--- config.mk ---
export PLATFORM = sky130hd
export DESIGN_NAME = ldo_mode_ctrl_flat
export DESIGN_NICKNAME = d
export VERILOG_FILES = /design/src/rtl/ldo_mode_ctrl_if.sv /design/src/rtl/ldo_mode_ctrl.sv /design/src/flat_wrapper.sv
export SDC_FILE = /design/constraint.sdc
export NUM_CORES = 1
export LEC_CHECK = 0
export ABC_AREA = 1
export CORE_UTILIZATION = 48
export DETAILED_ROUTE_END_ITERATION = 10
export GPL_ROUTABILITY_DRIVEN = 0
export PLACE_DENSITY_LB_ADDON = 0.2
export SETUP_SLACK_MARGIN = 0.3
export SLEW_MARGIN = 10
export SYNTH_ARGS = -nofsm -noshare
export SYNTH_HDL_FRONTEND = slang
export SYNTH_SLANG_ARGS = --single-unit
--- constraint.sdc ---
create_clock -name clk -period 1.5 [get_ports clk]
set_clock_uncertainty 0.05 [all_clocks]
set_input_delay 0.3 -clock clk [delete_from_list [all_inputs] [get_ports clk]]
set_output_delay 0.3 -clock clk [all_outputs]
set_load 0.05 [all_outputs]
--- src/rtl/ldo_mode_ctrl_if.sv ---
// Bundle of comparator/fine-code inputs and step/selection outputs for ldo_mode_ctrl.
//   master : loop environment side (drives en, cmp_hi, fine_code; observes control outputs)
//   slave  : controller side (ldo_mode_ctrl)
// Signals:
//   en        loop enable
//   cmp_hi    asynchronous comparator, 1 = Vout above Vref
//   fine_code fine thermometer code fed back from the downstream shift register
//   step      one-cycle request to shift the selected array by one unit
//   up        step direction, 1 = add one unit (raise Vout)
//   fine_en   fine array selected
//   coarse_en coarse array selected
//   locked    high while the loop is locked
interface ldo_mode_ctrl_if;
  localparam int unsigned FINE_W = 16;

  logic              en;
  logic              cmp_hi;
  logic [FINE_W-1:0] fine_code;
  logic              step;
  logic              up;
  logic              fine_en;
  logic              coarse_en;
  logic              locked;

  modport master (
    output en, cmp_hi, fine_code,
    input  step, up, fine_en, coarse_en, locked
  );

  modport slave (
    input  en, cmp_hi, fine_code,
    output step, up, fine_en, coarse_en, locked
  );
endinterface

--- src/rtl/ldo_mode_ctrl.sv ---
// Digital LDO mode controller: coarse search with settling gaps, fine tracking,
// lock detection on repeated direction reversals and unlock on a sustained
// comparator run.
// Ports:
//   clk  single clock, all state on the rising edge
//   rst  synchronous active-high reset
//   bus  ldo_mode_ctrl_if.slave (en, cmp_hi, fine_code in; step, up, fine_en,
//        coarse_en, locked out, all registered)
module ldo_mode_ctrl #(
  parameter int unsigned SYNC_STAGES  = 2,
  parameter int unsigned SETTLE_CYC   = 4,
  parameter int unsigned LOCK_TOGGLES = 4,
  parameter int unsigned UNLOCK_RUN   = 4
) (
  input  logic           clk,
  input  logic           rst,
  ldo_mode_ctrl_if.slave bus
);

  localparam int unsigned CNT_W  = 4;
  localparam int unsigned WARM_W = (SYNC_STAGES < 2) ? 1 : $clog2(SYNC_STAGES + 1);

  typedef enum logic [2:0] {
    IDLE   = 3'd0,
    COARSE = 3'd1,
    SETTLE = 3'd2,
    FINE   = 3'd3,
    LOCK   = 3'd4
  } state_e;

  state_e                 state_q;
  logic [SYNC_STAGES-1:0] sync_q;
  logic [WARM_W-1:0]      warm_q;
  logic [CNT_W-1:0]       settle_q;
  logic [CNT_W-1:0]       tog_q;
  logic [CNT_W-1:0]       tog_d;
  logic [CNT_W-1:0]       run_q;
  logic [CNT_W-1:0]       run_d;
  logic                   coarse_prev_q;
  logic                   coarse_vld_q;
  logic                   fine_prev_q;
  logic                   fine_vld_q;
  logic                   lock_prev_q;
  logic                   lock_vld_q;
  logic                   step_q;
  logic                   up_q;
  logic                   fine_en_q;
  logic                   coarse_en_q;
  logic                   locked_q;

  logic cmp_s;
  logic want_up;
  logic fine_full;
  logic fine_empty;
  logic fine_sat;

  assign cmp_s      = sync_q[SYNC_STAGES-1];
  assign want_up    = ~cmp_s;
  assign fine_full  = &bus.fine_code;
  assign fine_empty = ~|bus.fine_code;
  // Fine array cannot move further in the requested direction.
  assign fine_sat   = want_up ? fine_full : fine_empty;

  // Saturating reversal / run counters for the fine and lock states.
  always_comb begin
    tog_d = '0;
    if (fine_vld_q && (fine_prev_q != want_up)) begin
      tog_d = (tog_q == '1) ? tog_q : tog_q + CNT_W'(1);
    end
    run_d = CNT_W'(1);
    if (lock_vld_q && (lock_prev_q == cmp_s)) begin
      run_d = (run_q == '1) ? run_q : run_q + CNT_W'(1);
    end
  end

  // Mode FSM with registered outputs; outputs reflect the state that made the decision.
  always_ff @(posedge clk) begin
    if (rst) begin
      state_q       <= IDLE;
      sync_q        <= '0;
      warm_q        <= '0;
      settle_q      <= '0;
      tog_q         <= '0;
      run_q         <= '0;
      coarse_prev_q <= 1'b0;
      coarse_vld_q  <= 1'b0;
      fine_prev_q   <= 1'b0;
      fine_vld_q    <= 1'b0;
      lock_prev_q   <= 1'b0;
      lock_vld_q    <= 1'b0;
      step_q        <= 1'b0;
      up_q          <= 1'b0;
      fine_en_q     <= 1'b0;
      coarse_en_q   <= 1'b0;
      locked_q      <= 1'b0;
    end else begin
      sync_q      <= SYNC_STAGES'({sync_q, bus.cmp_hi});
      step_q      <= 1'b0;
      up_q        <= 1'b0;
      fine_en_q   <= 1'b0;
      coarse_en_q <= 1'b0;
      locked_q    <= 1'b0;

      if (!bus.en) begin
        state_q      <= IDLE;
        warm_q       <= '0;
        settle_q     <= '0;
        tog_q        <= '0;
        run_q        <= '0;
        coarse_vld_q <= 1'b0;
        fine_vld_q   <= 1'b0;
        lock_vld_q   <= 1'b0;
      end else begin
        case (state_q)
          IDLE: begin
            state_q <= COARSE;
          end

          COARSE: begin
            coarse_en_q <= 1'b1;
            // Wait until the synchronizer holds only samples taken since enable.
            if (warm_q != WARM_W'(SYNC_STAGES)) begin
              warm_q <= warm_q + WARM_W'(1);
            end else begin
              step_q        <= 1'b1;
              up_q          <= want_up;
              coarse_prev_q <= want_up;
              coarse_vld_q  <= 1'b1;
              // A coarse reversal means Vref lies within one coarse unit: hand over to fine.
              if (coarse_vld_q && (coarse_prev_q != want_up)) begin
                state_q    <= FINE;
                tog_q      <= '0;
                fine_vld_q <= 1'b0;
              end else begin
                state_q  <= SETTLE;
                settle_q <= CNT_W'(SETTLE_CYC);
              end
            end
          end

          SETTLE: begin
            coarse_en_q <= 1'b1;
            if (settle_q <= CNT_W'(1)) begin
              settle_q <= '0;
              state_q  <= COARSE;
            end else begin
              settle_q <= settle_q - CNT_W'(1);
            end
          end

          FINE: begin
            fine_en_q <= 1'b1;
            // Saturation wins over lock detection.
            if (fine_sat) begin
              state_q    <= COARSE;
              tog_q      <= '0;
              fine_vld_q <= 1'b0;
            end else begin
              step_q      <= 1'b1;
              up_q        <= want_up;
              fine_prev_q <= want_up;
              fine_vld_q  <= 1'b1;
              if (tog_d >= CNT_W'(LOCK_TOGGLES)) begin
                state_q    <= LOCK;
                tog_q      <= '0;
                run_q      <= '0;
                lock_vld_q <= 1'b0;
              end else begin
                tog_q <= tog_d;
              end
            end
          end

          LOCK: begin
            fine_en_q   <= 1'b1;
            locked_q    <= 1'b1;
            lock_prev_q <= cmp_s;
            lock_vld_q  <= 1'b1;
            if (run_d >= CNT_W'(UNLOCK_RUN)) begin
              state_q    <= FINE;
              run_q      <= '0;
              tog_q      <= '0;
              fine_vld_q <= 1'b0;
            end else begin
              run_q <= run_d;
            end
          end

          default: begin
            state_q <= IDLE;
          end
        endcase
      end
    end
  end

  assign bus.step      = step_q;
  assign bus.up        = up_q;
  assign bus.fine_en   = fine_en_q;
  assign bus.coarse_en = coarse_en_q;
  assign bus.locked    = locked_q;

endmodule
--- src/flat_wrapper.sv ---
// flat-port wrapper written by rule: the top's interface ports become plain ports
module ldo_mode_ctrl_flat 
#(
  parameter int unsigned SYNC_STAGES  = 2,
  parameter int unsigned SETTLE_CYC   = 4,
  parameter int unsigned LOCK_TOGGLES = 4,
  parameter int unsigned UNLOCK_RUN   = 4
)
  (clk, rst, bus_en, bus_cmp_hi, bus_fine_code, bus_step, bus_up, bus_fine_en, bus_coarse_en, bus_locked);
  ldo_mode_ctrl_if bus_i ();
  input  logic clk;
  input  logic rst;
  input wire logic [$bits(bus_i.en)-1:0] bus_en;
  input wire logic [$bits(bus_i.cmp_hi)-1:0] bus_cmp_hi;
  input wire logic [$bits(bus_i.fine_code)-1:0] bus_fine_code;
  output wire logic [$bits(bus_i.step)-1:0] bus_step;
  output wire logic [$bits(bus_i.up)-1:0] bus_up;
  output wire logic [$bits(bus_i.fine_en)-1:0] bus_fine_en;
  output wire logic [$bits(bus_i.coarse_en)-1:0] bus_coarse_en;
  output wire logic [$bits(bus_i.locked)-1:0] bus_locked;
  assign bus_i.en = bus_en;
  assign bus_i.cmp_hi = bus_cmp_hi;
  assign bus_i.fine_code = bus_fine_code;
  assign bus_step = bus_i.step;
  assign bus_up = bus_i.up;
  assign bus_fine_en = bus_i.fine_en;
  assign bus_coarse_en = bus_i.coarse_en;
  assign bus_locked = bus_i.locked;
  ldo_mode_ctrl #(.SYNC_STAGES(SYNC_STAGES), .SETTLE_CYC(SETTLE_CYC), .LOCK_TOGGLES(LOCK_TOGGLES), .UNLOCK_RUN(UNLOCK_RUN)) u_core (.clk(clk), .rst(rst), .bus(bus_i));
endmodule
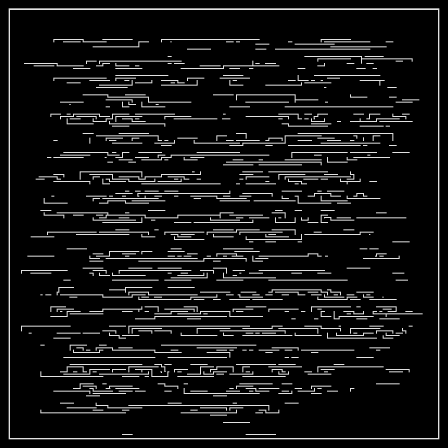
**Above:** run 1 (metal 1).
- main direction: horizontal
- share of all routed wire: 39%
- nets with wire on the layer: 315
- wire length on this layer: 2,100 um
grt met1 use: 29.84%
wire length reported by the detailed router: 5429 um

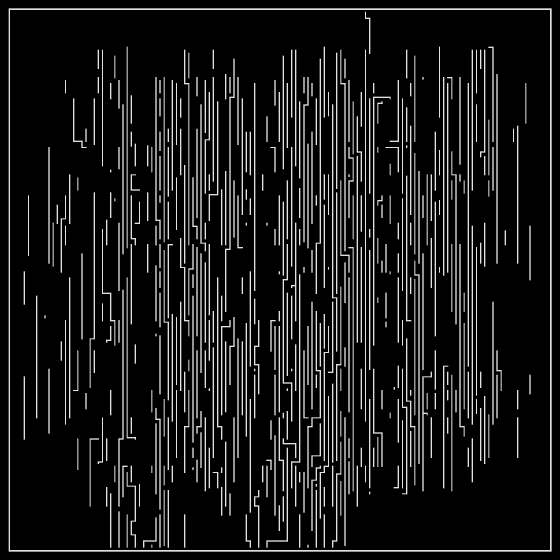
**Above:** run 1 (met2 routing).
- share of all routed wire: 52%
- nets with wire on the layer: 295
- longest straight run: 41.5 um
total number of vias: 1,925
GR Util met2: 37.05%

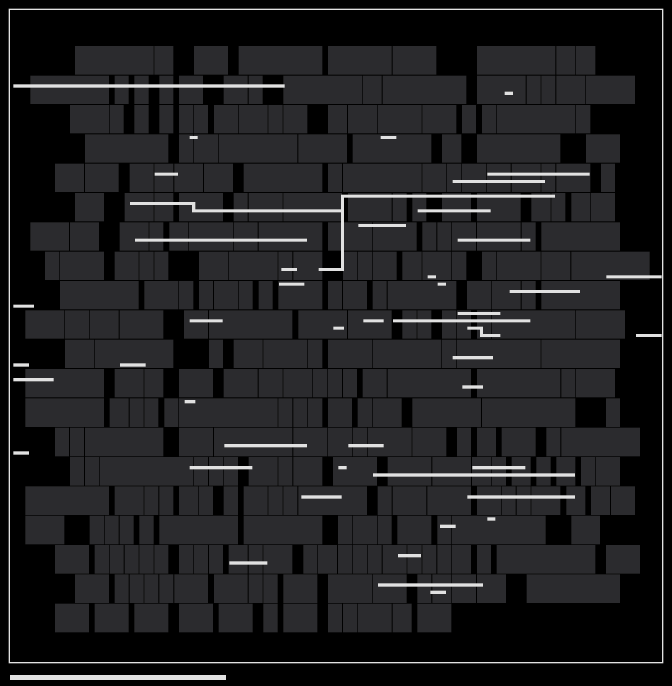
**Above:** run 1 (signal wires on met3).
Scale bar: 20 um.
- share of all routed wire: 4.7%
- main direction: horizontal
- longest straight run: 24.8 um
- nets with wire on the layer: 32
met3 Resource Use GR: 5.544%

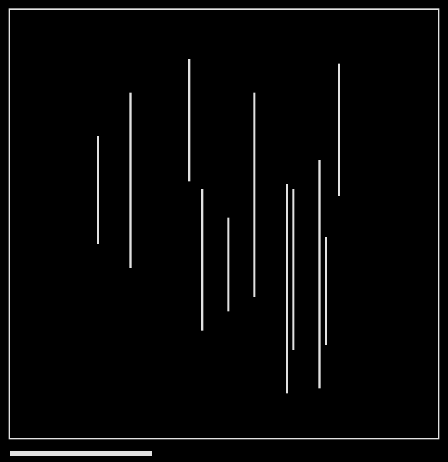
**Above:** run 1 (metal 4).
Scale bar: 20 um.
- share of all routed wire: 4.3%
- wire length on this layer: 235 um
- main direction: vertical
- longest straight run: 32.0 um

-- run 1: synthesized netlist by cell type, types with 2 or more instances --
library cell	n	area, um^2
sky130_fd_sc_hd__inv_1	27	101.4
sky130_fd_sc_hd__nor3_1	3	15.01
sky130_fd_sc_hd__inv_2	2	7.510
sky130_fd_sc_hd__nor2_1	62	232.7
sky130_fd_sc_hd__a21oi_2	3	26.28
sky130_fd_sc_hd__nand2_1	68	255.2
sky130_fd_sc_hd__nand3_1	15	75.07
sky130_fd_sc_hd__a211oi_1	2	15.01
sky130_fd_sc_hd__dfxtp_1	30	600.6
sky130_fd_sc_hd__ha_1	5	62.56
sky130_fd_sc_hd__nand2_2	2	12.51
sky130_fd_sc_hd__o21ai_0	6	30.03
sky130_fd_sc_hd__or2_2	2	12.51
sky130_fd_sc_hd__a21oi_1	12	60.06
sky130_fd_sc_hd__o21ai_2	2	17.52
sky130_fd_sc_hd__a31oi_1	2	12.51
-- run 1: stage by stage --
stage	setup TNS (ns)	hold slack (ns)	instance area (um^2)	power, mW
2_1_floorplan	0	0.3138	1688	1.026
5_1_grt	-1.017	0.3865	2599	1.812
3_3_place_gp	-4.051	0.3314	2173	1.160
4_1_cts	-0.003625	0.3577	2273	1.591
3_5_place_dp	-4.276	0.3418	2173	1.163
6_report	-0.3829	0.3579	2599	1.731
-- run 1: where the power goes --
group	switching [mW]	internal (mW)	leakage [nW]
registers	0.0277	0.814	0.251
clock network	0.290	0.168	0.0308
logic	0.249	0.181	0.842
-- run 1: worst min-delay path, delay by kind of cell (launching register included) --
kind	cells	cell delay [ns]
flops	1	0.31
buf+inv	1	0.04
simple gates	1	0.03
==> impl_metrics.json, run 1 <==
{
  "synth.yosys.seq_area_share_pct": 36.64,
  "status": "complete, but fails checks",
  "synth.cellmix.xorXnorShare_pct": 1.069,
  "cp-end-kind": "flip-flop",
  "cts-root-to-sink-buffers": 2,
  "dr.max_layer_used": "met4",
  "synth-async-reset-ratio_pct": 0,
  "finish.utilization_pct": 82.42,
  "seqCellArea_um2": 628.1,
  "comb_area_share_pct": 47.42,
  "hpwlAfterDp_um": 2805,
  "nets": 339,
  "critical_path_buf_inv_count": 1,
  "cts_tree": "done",
  "count_of_final_hold_check_violations": 0,
  "floorplan_die_width_um": 60.44,
  "top_area_cell_class": "logic gates",
  "logic_family": "simple AND/OR/NAND/NOR gates",
  "layout_setup_ws_ns": -0.1377,
  "finalSetupViolCount": 6,
  "detail_route.vias_per_cell": 5.377,
  "firstDrtPassIters": 4,
  "failed_checks": "negative setup slack",
  "clk-insertion-delay-late_ns": 0.33,
  "synth.cellmix.adderShare_pct": 3.817,
  "timing.fmax_ghz": 0.6106,
  "synth-edff-count": 0,
  "mappedNetlistNets": 282,
  "cts_buffers": 5,
  "coreArea_um2": 3153,
  "layout_top_cells": "sky130_fd_sc_hd__nor2_1, sky130_fd_sc_hd__nand2_1, sky130_fd_sc_hd__buf_4",
  "tool_warnings": 30,
  "flow.area_growth_from_synthesis_pct": 58.55,
  "die_area_um2": 3652,
  "grt_overflow": 0,
  "top_level_ports": 25,
  "placement.io_buffers": 24,
  "drv_slew": 0,
  "worst-r2r-cell-count": 11,
  "synth_area_per_cell_um2": 6.378,
  "cp_top_family": "simple AND/OR/NAND/NOR gates",
  "multi_input_comb_area_um2": 1232,
  "seq-cell-share_pct": 24.17,
  "logic_gate_count": 196,
  "layout.filler_cells": 198
}
==> run 1 -> run 2 <==
--- a/config.mk
+++ b/config.mk
@@ -6,6 +6,7 @@
 export NUM_CORES = 1
 export LEC_CHECK = 0
 export ABC_AREA = 1
+export CAP_MARGIN = 20
 export CORE_UTILIZATION = 48
 export DETAILED_ROUTE_END_ITERATION = 10
 export GPL_ROUTABILITY_DRIVEN = 0
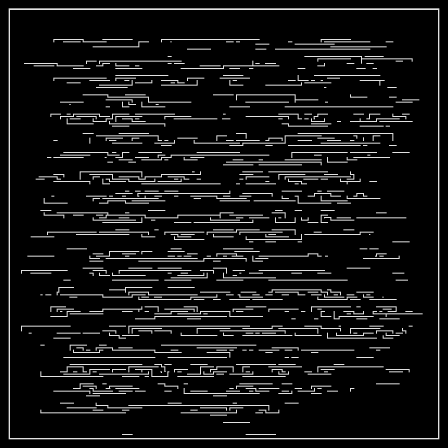
**Above:** run 2 (metal 1).
- main direction: horizontal
- wire length on this layer: 2,100 um
- share of all routed wire: 39%

==> run 2 against run 1 <==
- the flow still finishes with violations (negative setup slack)
- sequential share of layout area unchanged
- routed wire length unchanged
- utilization unchanged
- via count unchanged
- critical endpoint unchanged
- cell count unchanged
- design area unchanged
==> impl_metrics.json, run 2 <==
{
  "seq-cell-share_pct": 24.17,
  "synth.top_cells.by_area": "sky130_fd_sc_hd__dfxtp_1, sky130_fd_sc_hd__nand2_1, sky130_fd_sc_hd__nor2_1",
  "pg_clk_uw": 459,
  "power.switching_uw": 567.5,
  "combinationalPowerShare_pct": 24.9,
  "detail_route.vias_per_cell": 5.377,
  "layout_setup_ws_ns": -0.1377,
  "grt_use_met3_pct": 5.544,
  "tool_warnings": 30,
  "num_vias": 1925,
  "cp-end-kind": "flip-flop",
  "flow.area_growth_from_synthesis_pct": 58.55,
  "dr.max_layer_used": "met4",
  "common_cells": "sky130_fd_sc_hd__nand2_1, sky130_fd_sc_hd__nor2_1, sky130_fd_sc_hd__dfxtp_1",
  "drv_slew": 0,
  "logic_family": "simple AND/OR/NAND/NOR gates",
  "finish.utilization_pct": 82.42,
  "switching_share_pct": 32.78,
  "synth-edff-count": 0,
  "top_level_ports": 25,
  "buf_share_pct": 19.69,
  "finalSetupViolCount": 6,
  "nets": 339,
  "groute.layer.met1.usage_pct": 29.84,
  "cp_top_family": "simple AND/OR/NAND/NOR gates",
  "firstDrtPassIters": 4,
  "clk-insertion-delay-late_ns": 0.33,
  "synth_area_per_cell_um2": 6.378,
  "groute.layer.met2.usage_pct": 37.05,
  "netlist.top_cell.by_area": "sky130_fd_sc_hd__dfxtp_1",
  "seq_power_share_pct": 48.6,
  "top_power_group": "sequential cells",
  "floorplanUtilization_pct": 51.98,
  "worst-r2r-cell-count": 11,
  "netlist.top_cell.by_instances": "sky130_fd_sc_hd__nand2_1",
  "ys_warn_count": 0,
  "critical_path_buf_inv_count": 1,
  "cts_tree": "done",
  "die_area_um2": 3652,
  "status": "complete, but fails checks",
  "coreArea_um2": 3153,
  "placement.io_buffers": 24,
  "worst-endpoint-arrival_ns": 1.81,
  "placed_standard_cell_area_um2": 2173,
  "logic_gate_count": 196,
  "failed_checks": "negative setup slack",
  "combinationalPower_uw": 431,
  "comb_area_share_pct": 47.42,
  "layout.filler_cells": 198,
  "fin_area_um2": 2599,
  "synth.cellmix.adderShare_pct": 3.817,
  "layout_top_cells": "sky130_fd_sc_hd__nor2_1, sky130_fd_sc_hd__nand2_1, sky130_fd_sc_hd__buf_4",
  "cts_buffers": 5,
  "hpwlAfterDp_um": 2805,
  "power.clock.fraction_pct": 26.5,
  "internal_power_mw": 1.164,
  "seqCellArea_um2": 628.1,
  "multi_input_comb_area_um2": 1232,
  "top_area_cell_class": "logic gates",
  "detail_route.wirelength_um": 5429,
  "synth-async-reset-ratio_pct": 0,
  "synth-main-ff-cell": "sky130_fd_sc_hd__dfxtp_1",
  "p_seq_uw": 842,
  "grt_overflow": 0,
  "cts-root-to-sink-buffers": 2,
  "floorplan_die_width_um": 60.44,
  "worstPathRequired_ns": 1.67,
  "yosys.area.top_type_share_pct": 36.64,
  "synth.yosys.seq_area_share_pct": 36.64,
  "synth.cellmix.xorXnorShare_pct": 1.069,
  "mappedNetlistNets": 282,
  "layout_top_cell_excl_fill_tap": "sky130_fd_sc_hd__nor2_1",
  "timing.fmax_ghz": 0.6106,
  "count_of_final_hold_check_violations": 0
}
-- run 2: cell counts after synthesis --
No cell type changed its count.
-- run 2: per-stage QoR --
stage | setup slack, ns | setup TNS (ns) | cells | total power [mW] | hold WS, ns
finish | -0.1377 | -0.3829 | 358 | 1.731 | 0.3579
global route | -0.1765 | -1.017 | 358 | 1.812 | 0.3865
CTS | -0.002850 | -0.003625 | 352 | 1.591 | 0.3577
detailed placement | -0.3531 | -4.276 | 341 | 1.163 | 0.3418
global placement | -0.3445 | -4.051 | 341 | 1.160 | 0.3314
floorplan | 0.1207 | 0 | 257 | 1.026 | 0.3138
-- run 2: timing repair --
action | CTS | global route
buffers inserted | 4 | 6
endpoints found under the setup margin | 28 | 32
pin swaps | 10 | 24
resized | 29 | 83
endpoints found under the hold margin | 0 | 0
-- run 2: worst reg2reg max path: stages, from the launching register on --
cell and delay [ns]:
sky130_fd_sc_hd__dfxtp_2 0.36, sky130_fd_sc_hd__ha_4 0.17, sky130_fd_sc_hd__nand2_2 0.08, sky130_fd_sc_hd__inv_2 0.04
sky130_fd_sc_hd__nand2_2 0.05, sky130_fd_sc_hd__nand2_2 0.05, sky130_fd_sc_hd__nand2_2 0.07, sky130_fd_sc_hd__nand2_4 0.05
sky130_fd_sc_hd__nand2_4 0.10, sky130_fd_sc_hd__nand3_4 0.10, sky130_fd_sc_hd__o21ai_0 0.31, sky130_fd_sc_hd__nor2_1 0.10
-- run 2: logic make-up after synthesis --
| logic type | Yosys count |
|---|---|
| AND/OR/NAND/NOR | 159 |
| XOR/XNOR | 2 |
| AND-OR/OR-AND | 30 |
| buffers and inverters | 31 |
| adder cells (fa/ha/maj) | 5 |
| flip-flops | 30 |
**Run 2: signal wires on met3**

Scale bar: 20 um.
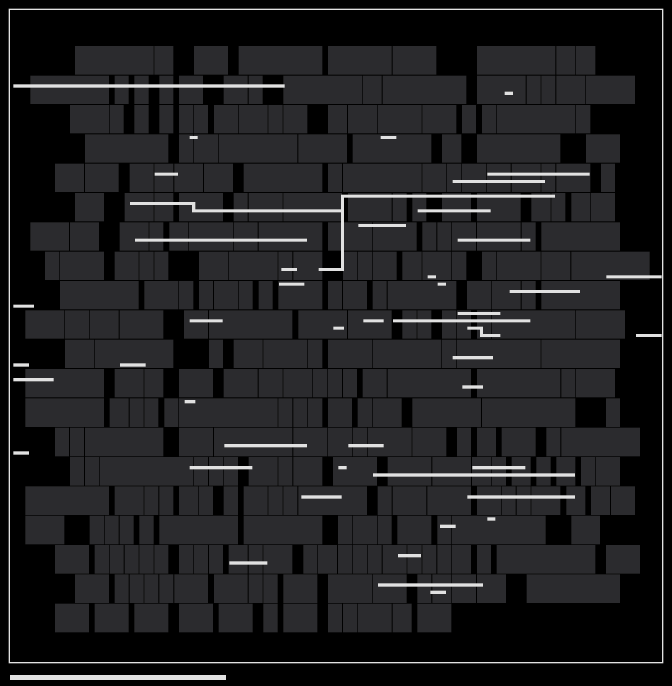

==> run 2 -> run 3 <==
--- a/config.mk
+++ b/config.mk
@@ -11,6 +11,7 @@
 export DETAILED_ROUTE_END_ITERATION = 10
 export GPL_ROUTABILITY_DRIVEN = 0
 export PLACE_DENSITY_LB_ADDON = 0.2
+export RECOVER_POWER = 50
 export SETUP_SLACK_MARGIN = 0.3
 export SLEW_MARGIN = 10
 export SYNTH_ARGS = -nofsm -noshare
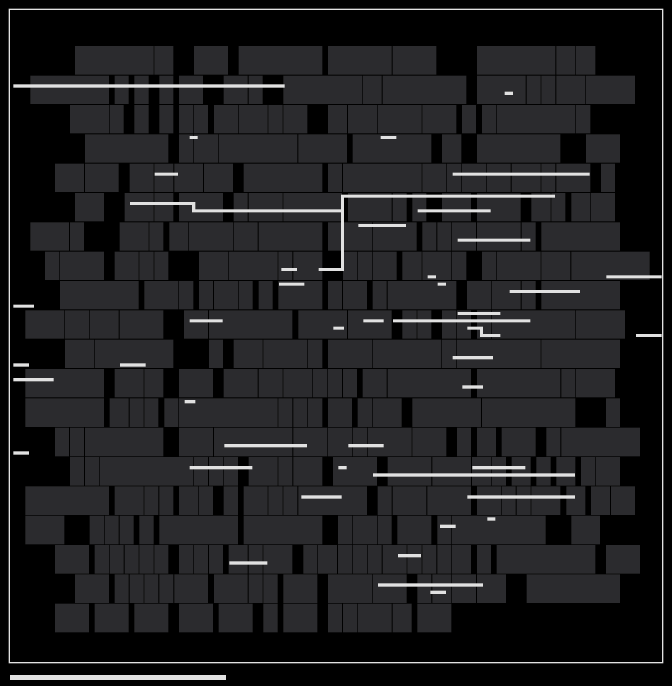
**Above:** run 3 (signal wires on met3).
Scale bar: 20 um.
- longest straight run: 24.8 um
- share of all routed wire: 4.3%
- nets with wire on the layer: 31
- main direction: horizontal
wire length reported by the detailed router: 5433 um
total number of vias: 1,926

==> run 3 against run 2 <==
- hold slack about the same
- largest power group unchanged
- synthesized area stayed put
- largest cell class unchanged
- utilization down 0.12 points
- flip-flop count unchanged
- count of clock-buffer cells in the layout is the same
- critical endpoint unchanged
- sequential share of layout area about the same
- synthesized cell count stayed put
- maximum frequency is essentially flat
- via count hardly changed
- combinational power about the same
- register-to-register slack is essentially flat
- total power about the same
- the run still ends with negative setup slack left
==> impl_metrics.json, run 3 <==
{
  "status": "complete, but fails checks",
  "failed_checks": "negative setup slack",
  "fin_area_um2": 2595,
  "drv_slew": 0,
  "timing.fmax_ghz": 0.6105,
  "firstDrtPassIters": 4,
  "cts_tree": "done",
  "layout_top_cells": "sky130_fd_sc_hd__nor2_1, sky130_fd_sc_hd__nand2_1, sky130_fd_sc_hd__inv_1, sky130_fd_sc_hd__buf_4",
  "synth_area_per_cell_um2": 6.378,
  "synth.yosys.seq_area_share_pct": 36.64,
  "logic_gate_count": 196,
  "top_area_cell_class": "logic gates",
  "final_cell_count_no_fill": 358,
  "seq_power_share_pct": 48.7,
  "fin_tns_setup_ns": -0.3885,
  "cp-end-kind": "flip-flop",
  "combinationalPowerShare_pct": 24.8,
  "top_power_group": "sequential cells",
  "synth-main-ff-cell": "sky130_fd_sc_hd__dfxtp_1",
  "detailedPlace.worstSlack_ns": -0.3531,
  "netlist.top_cell.by_area": "sky130_fd_sc_hd__dfxtp_1",
  "floorplanUtilization_pct": 51.98,
  "layout.filler_cells": 200,
  "worst-endpoint-arrival_ns": 1.81,
  "netlist.top_cell.by_instances": "sky130_fd_sc_hd__nand2_1",
  "die_area_um2": 3652,
  "pg_clk_uw": 459,
  "multi_input_comb_area_um2": 1232,
  "placement.io_buffers": 24,
  "detail_route.vias_per_cell": 5.380,
  "finalSetupViolCount": 6,
  "worstPathRequired_ns": 1.67,
  "tool_warnings": 30,
  "power.switching_uw": 567.8,
  "cts-root-to-sink-buffers": 2,
  "coreArea_um2": 3153,
  "grt_overflow": 0,
  "layout_setup_ws_ns": -0.1380,
  "post-layout-total-power_mw": 1.730,
  "clk-insertion-delay-late_ns": 0.33,
  "switching_share_pct": 32.82,
  "cts_buffers": 5,
  "combinationalPower_uw": 429,
  "top_level_ports": 25,
  "placed_cells": 341,
  "synth-edff-count": 0,
  "yosys.area.top_type_share_pct": 36.64,
  "holdWs_ns": 0.3582,
  "layout_top_cell_excl_fill_tap": "sky130_fd_sc_hd__nor2_1",
  "common_cells": "sky130_fd_sc_hd__nand2_1, sky130_fd_sc_hd__nor2_1, sky130_fd_sc_hd__dfxtp_1",
  "ys_warn_count": 0,
  "internal_power_mw": 1.162,
  "buf_share_pct": 19.58
}
[run 3: cell counts after synthesis]
Identical to the previous run, type by type.
[run 3: logic make-up after synthesis]
group | share of synthesized area [%]
xor gates and xnor gates | 1.069
and+or+nand+nor | 40.08
buffers and inverters | 7.099
AOI/OAI and AO/OA | 11.30
DFF | 36.64
adders and majority gates | 3.817
[run 3: timing repair]
action                     4_1_cts  5_1_grt
buffers inserted                 4        6
setup endpoints to repair       28       32
gates resized                   29       83
pin swaps                       10       24
[run 3: final timing paths]
path,to,slack (ns),from,depth (start not counted)
hold reg to reg,u_core.sync_q[1],0.36,u_core.sync_q[0],2
hold / removal,u_core.sync_q[1],0.36,u_core.sync_q[0],2
setup / recovery,u_core.state_q[2],-0.14,u_core.run_q[0],11
setup reg to reg,u_core.state_q[2],-0.14,u_core.run_q[0],11
[run 3: critical path, cell delays in order (launching register included)]
cell                      delay (ns)
sky130_fd_sc_hd__dfxtp_2        0.36
sky130_fd_sc_hd__ha_4           0.17
sky130_fd_sc_hd__nand2_2        0.08
sky130_fd_sc_hd__inv_2          0.04
sky130_fd_sc_hd__nand2_2        0.05
sky130_fd_sc_hd__nand2_2        0.05
sky130_fd_sc_hd__nand2_2        0.07
sky130_fd_sc_hd__nand2_4        0.05
sky130_fd_sc_hd__nand2_4        0.10
sky130_fd_sc_hd__nand3_4        0.10
sky130_fd_sc_hd__o21ai_0        0.30
sky130_fd_sc_hd__nor2_1         0.10
[run 3: metal layers]
layer | vias up | part of all wire, % | global-route usage [%]
li1 | 936 | - | -
met4 | 0 | 4.3 | 7.468
met1 | 901 | 39 | 29.84
met2 | 65 | 52 | 37.05
met5 | - | 0 | 0
met3 | 24 | 4.3 | 5.544
Power and IR drop assume default switching activity.
